### src/rtl/matrix_mem_pkg.sv
// rtl/matrix_mem_pkg.sv - shared types and default sizes for the matrix memory loader
package matrix_mem_pkg;

    typedef enum logic [1:0] {
        IDLE = 2'd0,
        LOAD = 2'd1,
        DONE = 2'd2
    } loader_state_t;

    localparam int DEFAULT_NUM_BANKS  = 2;
    localparam int DEFAULT_BANK_DEPTH = 8;
    localparam int DEFAULT_DATA_WIDTH = 32;

endpackage

### src/rtl/matrix_wr_addr_gen.sv
// rtl/matrix_wr_addr_gen.sv - write address and bank counter with wrap and end flags
module matrix_wr_addr_gen
    import matrix_mem_pkg::*;
#(
    parameter int  NUM_BANKS  = DEFAULT_NUM_BANKS,
    parameter int  BANK_DEPTH = DEFAULT_BANK_DEPTH,
    localparam int ADDR_W     = $clog2(BANK_DEPTH),
    localparam int BANK_W     = (NUM_BANKS > 1) ? $clog2(NUM_BANKS) : 1
) (
    input  logic              clk,
    input  logic              rst_n,
    input  logic              init,
    input  logic [BANK_W-1:0] first_bank,
    input  logic              seq_mode,
    input  logic              advance,
    output logic [ADDR_W-1:0] addr,
    output logic [BANK_W-1:0] bank,
    output logic              bank_end,
    output logic              last_bank
);

    logic [ADDR_W-1:0] addr_q, addr_d;
    logic [BANK_W-1:0] bank_q, bank_d;

    assign addr      = addr_q;
    assign bank      = bank_q;
    assign bank_end  = (addr_q == ADDR_W'(BANK_DEPTH - 1));
    assign last_bank = (bank_q == BANK_W'(NUM_BANKS - 1));

    always_comb begin
        addr_d = addr_q;
        bank_d = bank_q;
        if (init) begin
            addr_d = '0;
            bank_d = first_bank;
        end else if (advance) begin
            // Explicit wrap keeps non-power-of-two depths correct.
            if (bank_end) begin
                addr_d = '0;
                if (seq_mode && !last_bank) begin
                    bank_d = bank_q + BANK_W'(1);
                end
            end else begin
                addr_d = addr_q + ADDR_W'(1);
            end
        end
    end

    always_ff @(posedge clk or negedge rst_n) begin
        if (!rst_n) begin
            addr_q <= '0;
            bank_q <= '0;
        end else begin
            addr_q <= addr_d;
            bank_q <= bank_d;
        end
    end

endmodule

### src/rtl/matrix_stream_loader.sv
// rtl/matrix_stream_loader.sv - framed stream loader distributing words into matrix memory banks
module matrix_stream_loader
    import matrix_mem_pkg::*;
#(
    parameter int  NUM_BANKS  = DEFAULT_NUM_BANKS,
    parameter int  BANK_DEPTH = DEFAULT_BANK_DEPTH,
    parameter int  DATA_WIDTH = DEFAULT_DATA_WIDTH,
    localparam int ADDR_W     = $clog2(BANK_DEPTH),
    localparam int BANK_W     = (NUM_BANKS > 1) ? $clog2(NUM_BANKS) : 1,
    localparam int CNT_W      = $clog2(NUM_BANKS * BANK_DEPTH + 1)
) (
    input  logic                  clk,
    input  logic                  rst_n,
    input  logic                  start,
    input  logic                  seq_mode,
    input  logic [BANK_W-1:0]     bank_sel,
    input  logic                  in_valid,
    output logic                  in_ready,
    input  logic [DATA_WIDTH-1:0] in_data,
    input  logic                  in_last,
    output logic [NUM_BANKS-1:0]  wr_en,
    output logic [ADDR_W-1:0]     wr_addr,
    output logic [DATA_WIDTH-1:0] wr_data,
    output logic                  busy,
    output logic                  done,
    output logic                  short_err,
    output logic                  drop_err,
    output logic [CNT_W-1:0]      beat_count
);

    loader_state_t         state_q, state_d;
    logic                  seq_q, seq_d;
    logic                  in_ready_q, in_ready_d;
    logic [NUM_BANKS-1:0]  wr_en_q, wr_en_d;
    logic [ADDR_W-1:0]     wr_addr_q, wr_addr_d;
    logic [DATA_WIDTH-1:0] wr_data_q, wr_data_d;
    logic                  busy_q, busy_d;
    logic                  done_q, done_d;
    logic                  short_err_q, short_err_d;
    logic                  drop_err_q, drop_err_d;
    logic [CNT_W-1:0]      beat_count_q, beat_count_d;

    logic                  gen_init, gen_advance;
    logic [BANK_W-1:0]     first_bank, cur_bank;
    logic [ADDR_W-1:0]     cur_addr;
    logic                  bank_end, last_bank, beat, final_word;

    matrix_wr_addr_gen #(
        .NUM_BANKS  (NUM_BANKS),
        .BANK_DEPTH (BANK_DEPTH)
    ) u_addr_gen (
        .clk        (clk),
        .rst_n      (rst_n),
        .init       (gen_init),
        .first_bank (first_bank),
        .seq_mode   (seq_q),
        .advance    (gen_advance),
        .addr       (cur_addr),
        .bank       (cur_bank),
        .bank_end   (bank_end),
        .last_bank  (last_bank)
    );

    // Out-of-range selections fold onto the highest bank.
    always_comb begin
        first_bank = '0;
        if (!seq_mode) begin
            if ({1'b0, bank_sel} > (BANK_W + 1)'(NUM_BANKS - 1)) begin
                first_bank = BANK_W'(NUM_BANKS - 1);
            end else begin
                first_bank = bank_sel;
            end
        end
    end

    assign beat       = in_valid && (state_q == LOAD);
    assign final_word = bank_end && (!seq_q || last_bank);

    always_comb begin
        state_d      = state_q;
        seq_d        = seq_q;
        wr_en_d      = '0;
        wr_addr_d    = wr_addr_q;
        wr_data_d    = wr_data_q;
        short_err_d  = short_err_q;
        drop_err_d   = drop_err_q;
        beat_count_d = beat_count_q;
        gen_init     = 1'b0;
        gen_advance  = 1'b0;

        case (state_q)
            IDLE: begin
                if (start) begin
                    gen_init     = 1'b1;
                    seq_d        = seq_mode;
                    beat_count_d = '0;
                    short_err_d  = 1'b0;
                    drop_err_d   = 1'b0;
                    state_d      = LOAD;
                end
            end
            LOAD: begin
                if (beat) begin
                    gen_advance  = 1'b1;
                    wr_en_d      = NUM_BANKS'(1) << cur_bank;
                    wr_addr_d    = cur_addr;
                    wr_data_d    = in_data;
                    beat_count_d = beat_count_q + CNT_W'(1);
                    if (final_word) begin
                        state_d = DONE;
                    end else if (in_last) begin
                        short_err_d = 1'b1;
                        state_d     = DONE;
                    end
                end
            end
            default: state_d = IDLE;
        endcase

        // Data offered while not loading is lost; a drop wins over a same-cycle start clear.
        if (in_valid && (state_q != LOAD)) begin
            drop_err_d = 1'b1;
        end

        in_ready_d = (state_d == LOAD);
        busy_d     = (state_d == LOAD);
        done_d     = (state_d == DONE);
    end

    always_ff @(posedge clk or negedge rst_n) begin
        if (!rst_n) begin
            state_q      <= IDLE;
            seq_q        <= 1'b0;
            in_ready_q   <= 1'b0;
            wr_en_q      <= '0;
            wr_addr_q    <= '0;
            wr_data_q    <= '0;
            busy_q       <= 1'b0;
            done_q       <= 1'b0;
            short_err_q  <= 1'b0;
            drop_err_q   <= 1'b0;
            beat_count_q <= '0;
        end else begin
            state_q      <= state_d;
            seq_q        <= seq_d;
            in_ready_q   <= in_ready_d;
            wr_en_q      <= wr_en_d;
            wr_addr_q    <= wr_addr_d;
            wr_data_q    <= wr_data_d;
            busy_q       <= busy_d;
            done_q       <= done_d;
            short_err_q  <= short_err_d;
            drop_err_q   <= drop_err_d;
            beat_count_q <= beat_count_d;
        end
    end

    assign in_ready   = in_ready_q;
    assign wr_en      = wr_en_q;
    assign wr_addr    = wr_addr_q;
    assign wr_data    = wr_data_q;
    assign busy       = busy_q;
    assign done       = done_q;
    assign short_err  = short_err_q;
    assign drop_err   = drop_err_q;
    assign beat_count = beat_count_q;

endmodule

### config.mk
export PLATFORM = sky130hd
export DESIGN_NAME = matrix_stream_loader
export DESIGN_NICKNAME = d
export VERILOG_FILES = /design/src/rtl/matrix_mem_pkg.sv /design/src/rtl/matrix_wr_addr_gen.sv /design/src/rtl/matrix_stream_loader.sv
export SDC_FILE = /design/constraint.sdc
export NUM_CORES = 1
export LEC_CHECK = 0
export CAP_MARGIN = 30
export CELL_PAD_IN_SITES_DETAIL_PLACEMENT = 1
export CELL_PAD_IN_SITES_GLOBAL_PLACEMENT = 1
export CORE_UTILIZATION = 34
export CTS_CLUSTER_SIZE = 16
export DETAILED_ROUTE_END_ITERATION = 16
export PLACE_DENSITY = 0.92
export SLEW_MARGIN = 10
export SYNTH_ARGS = -nofsm -noshare
export SYNTH_HDL_FRONTEND = slang
export SYNTH_SLANG_ARGS = --single-unit
### constraint.sdc
create_clock -name clk -period 3.2 [get_ports clk]
set_input_delay 0.8 -clock clk [delete_from_list [all_inputs] [get_ports clk]]
set_output_delay 0.8 -clock clk [all_outputs]
set_load 0.03 [all_outputs]
Figure 1. Nets reached from selected ports (run 1).
Scale: 6 px per micron.
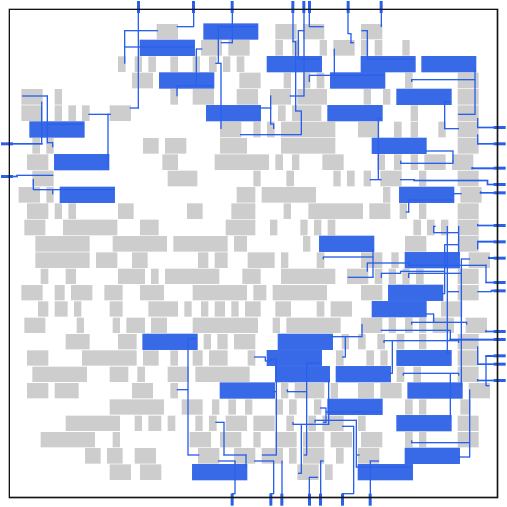
| port | colour | bits | direction | end cells | buffers | wire |
|---|---|---|---|---|---|---|
| wr_data | blue | 32 | output | 32 | 32 | 825 microns |

Figure 2. Placement view (run 1).
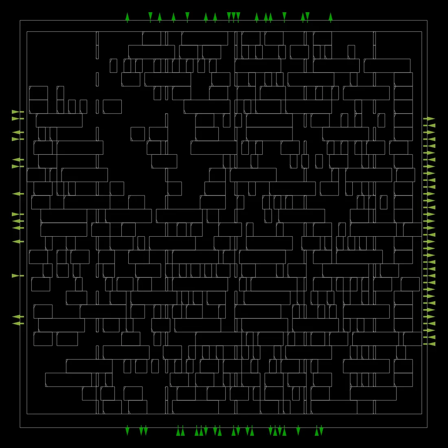
sequential share of cell area: 42.10%
final std cells w/o fill: 380
utilization of the core after routing: 52.59%

Figure 3. Sequential cells grouped by signal name (run 1).
Scale: 8 px per micron. Other sequential cells in the stronger grey, the rest of the logic in the fainter grey.
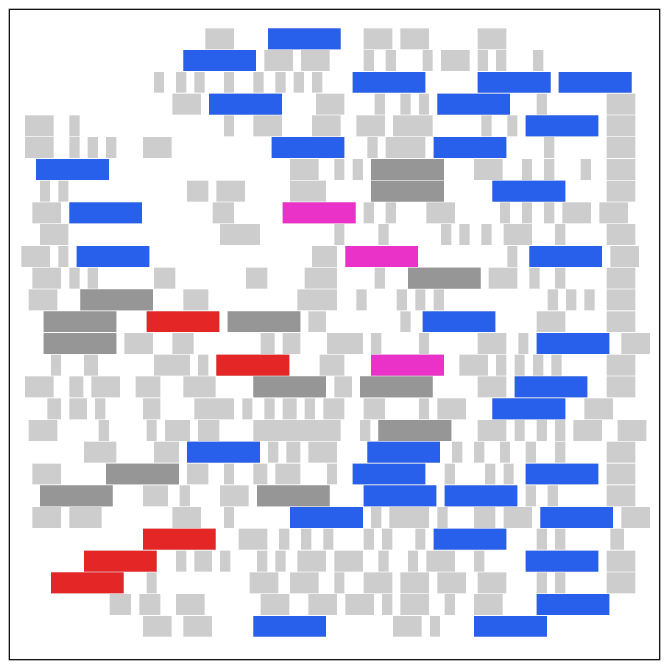
| netlist name | colour | sequential cells |
|---|---|---|
| u_addr_gen.addr | magenta | 3 |
| beat_count | red | 5 |
| wr_data | blue | 32 |
not coloured: 13

==> datasheet_impl.txt, run 1 <==
Summary of implementation characteristics

Parameter                              Value

Status
  Run status .................. completed

Finish
  Filler cells .................. 662
  Antenna fix cells .................. 0
  Layout cell share with drive strength beyond 1 .................. 5.902%
  Leading cell type in the layout, fill and taps excluded .................. sky130_fd_sc_hd__nand2_1
  Count of inverters other than clock inverters in the layout .................. 3

Global route
  Number of antenna violations at the first check in global routing .................. 0
  Total routing usage reported by global routing .................. a little under a fifth

Clocking
  Clock sinks .................. ~53

Critical path
  Buf/Inv on CP .................. 1
  Library cell contributing the largest single delay on the critical path .................. sky130_fd_sc_hd__clkdlybuf4s50_1
  R2R Setup Slk .................. around 1.6 ns
  Startpoint-to-endpoint class of the critical path .................. reg2out
  Data arrival time of the critical path .................. 1.46 ns

Placement
  Number of cells in the design after placement .................. around 370
  Routability congestion estimate .................. 0.7987

Hold path
  Class of the tightest hold or removal check .................. reg2reg
  Number of cells traversed by the worst hold path .................. 2

Route
  Routed wl met3 .................. between 200 and 300 microns
  Met2 WL post-DR .................. 2976 microns
  Vias per std cell .................. about 4.7
  Highest metal layer with signal wires .................. met4
  Wire per inst .................. 15.23 microns
  First-pass detailed-route iteration total .................. 4

Power
  Main power-consuming group .................. combinational cells
  Sequential Power Share .................. 37.6%
  Switching power .................. about 0.0012 W
  Power attributed to the clock group .................. approximately 0.00048 W

Synthesis
  XOR-XNOR Cells, Area Fraction .................. less than 1%
  Most frequent cells after synthesis .................. 112 x sky130_fd_sc_hd__nand2_1, 53 x sky130_fd_sc_hd__dfrtp_1, 7 x sky130_fd_sc_hd__a21oi_1
  Synthesized area per cell .................. between 9 and 10 sq um
  Mux share of post-synthesis cell area .................. under 10%
  Portion of the post-synthesis area used by sequential elements .................. roughly 62%
  Cells in synth_stat.txt .................. 219

Timing
  Hold_ws .................. ~0.48 ns
==> inputs of run 2 (changes only) <==
--- a/config.mk
+++ b/config.mk
@@ -8,10 +8,10 @@
 export CAP_MARGIN = 30
 export CELL_PAD_IN_SITES_DETAIL_PLACEMENT = 1
 export CELL_PAD_IN_SITES_GLOBAL_PLACEMENT = 1
-export CORE_UTILIZATION = 34
+export CORE_UTILIZATION = 31
 export CTS_CLUSTER_SIZE = 16
 export DETAILED_ROUTE_END_ITERATION = 16
-export PLACE_DENSITY = 0.92
+export PLACE_DENSITY = 0.85
 export SLEW_MARGIN = 10
 export SYNTH_ARGS = -nofsm -noshare
 export SYNTH_HDL_FRONTEND = slang
==> constraint.sdc (replaced) <==
create_clock -name clk -period 2.15 [get_ports clk]
set_input_delay 0.5375 -clock clk [delete_from_list [all_inputs] [get_ports clk]]
set_output_delay 0.5375 -clock clk [all_outputs]
set_load 0.03 [all_outputs]
Figure 4. Sequential cells grouped by signal name (run 2).
Scale: 6 px per micron. Other sequential cells in the stronger grey, the rest of the logic in the fainter grey.
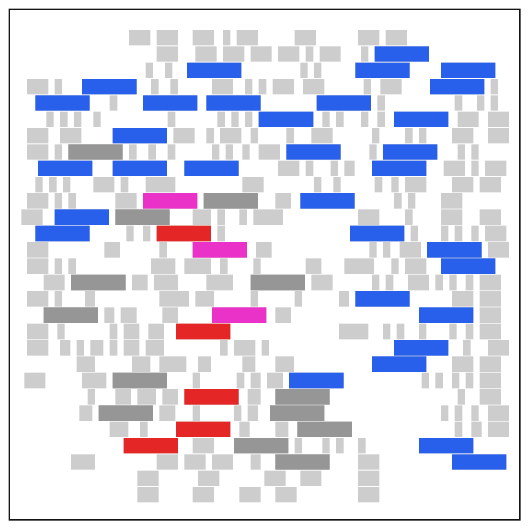
sequential share of cell area: 42.21%
utilization of the core after routing: 48.37%
Seq. cell area: 1326 sq um

==> run 2 against run 1 <==
  * The run now ends with DRC left
  * Clock skew decreased by 0.0012 ns
  * Synthesized cell count is the same
  * Global-route usage down 2.4 points
  * Core utilization down 4.2 points
  * Sequential power up 49%
  * Wire length shrank 5.1%
  * Critical path depth unchanged
  * Combinational power grew 49%
==> datasheet_impl.txt, run 2 <==
Summary of implementation characteristics

Parameter                              Value

Clocking
  Number of setup buffers added after CTS .................. 0
  Clock sinks .................. 53 (unchanged)
  Post-cts repair resize count .................. 0

Finish
  Largest register FFs .................. 32
  Layout cell share with drive strength beyond 1 .................. 6.818% (+0.92 points)
  Count of inverters other than clock inverters in the layout .................. 3 (unchanged)
  Final std cells w/o fill .................. 385 (+1.3%)
  Leading cell type in the layout, fill and taps excluded .................. sky130_fd_sc_hd__nand2_1
  Area growth from synthesis to layout .................. 47.62%
  Filler cells .................. 747 (+13%)
  Antenna fix cells .................. 0 (unchanged)

Critical path
  Startpoint-to-endpoint class of the critical path .................. reg2out
  Library cell contributing the largest single delay on the critical path .................. sky130_fd_sc_hd__clkdlybuf4s50_1
  Data arrival time of the critical path .................. 1.44 ns (-0.02 ns)
  R2R Setup Slk .................. 0.59 ns (-0.97 ns)
  Ordered cell list for the critical path .................. clkdlybuf4s50_1
  Buf/Inv on CP .................. 1 (unchanged)

Synthesis
  Mux share of post-synthesis cell area .................. 1.529% (unchanged)
  Portion of the post-synthesis area used by sequential elements .................. 62.32% (unchanged)
  XOR-XNOR Cells, Area Fraction .................. 0.4115% (unchanged)
  Most frequent cells after synthesis .................. 112 x sky130_fd_sc_hd__nand2_1, 53 x sky130_fd_sc_hd__dfrtp_1, 7 x sky130_fd_sc_hd__a21oi_1
  Cells in synth_stat.txt .................. 219 (unchanged)
  Synthesized area per cell .................. 9.718 sq um (unchanged)
  Largest area contributor in the synthesized netlist .................. sky130_fd_sc_hd__dfrtp_1

Global route
  Number of antenna violations at the first check in global routing .................. 0 (unchanged)
  Total routing usage reported by global routing .................. 16.29% (-2.4 points)

Route
  Met2 WL post-DR .................. 2714 microns (-8.8%)
  Wire per inst .................. 14.26 microns (-6.4%)
  Routed wl met3 .................. 346 microns (+26%)
  Highest metal layer with signal wires .................. met4
  DRC viols .................. 8
  First-pass detailed-route iteration total .................. 11 (+7)
  Vias per std cell .................. 4.696 (+0.48%)

Placement
  Number of cells in the design after placement .................. 377 (+1.3%)
  Routability congestion estimate .................. 0.8236 (+3.1%)

Status
  Run status .................. finished, violations left
  Failing checks .................. DRC

Floorplan
  Core box area .................. 6495 sq um
  Overall die width .................. around 85 microns

Hold path
  Class of the tightest hold or removal check .................. in2async

Power
  Switching power .................. 0.001736 W (+48%)
  Combinational cell fraction of total power .................. between 40% and 50%
  Maximum vdd ir drop .................. between 0.5 and 0.6 mV
  Main power-consuming group .................. combinational cells
  Sequential Power Share .................. 38.9% (+1.3 points)
  Power attributed to the clock group .................. 0.000551 W (+15%)

Timing
  Hold_ws .................. 0.2285 ns (-0.2515 ns)
  Worst relative slew slack .................. 59.48%
Power and IR drop assume default switching activity.
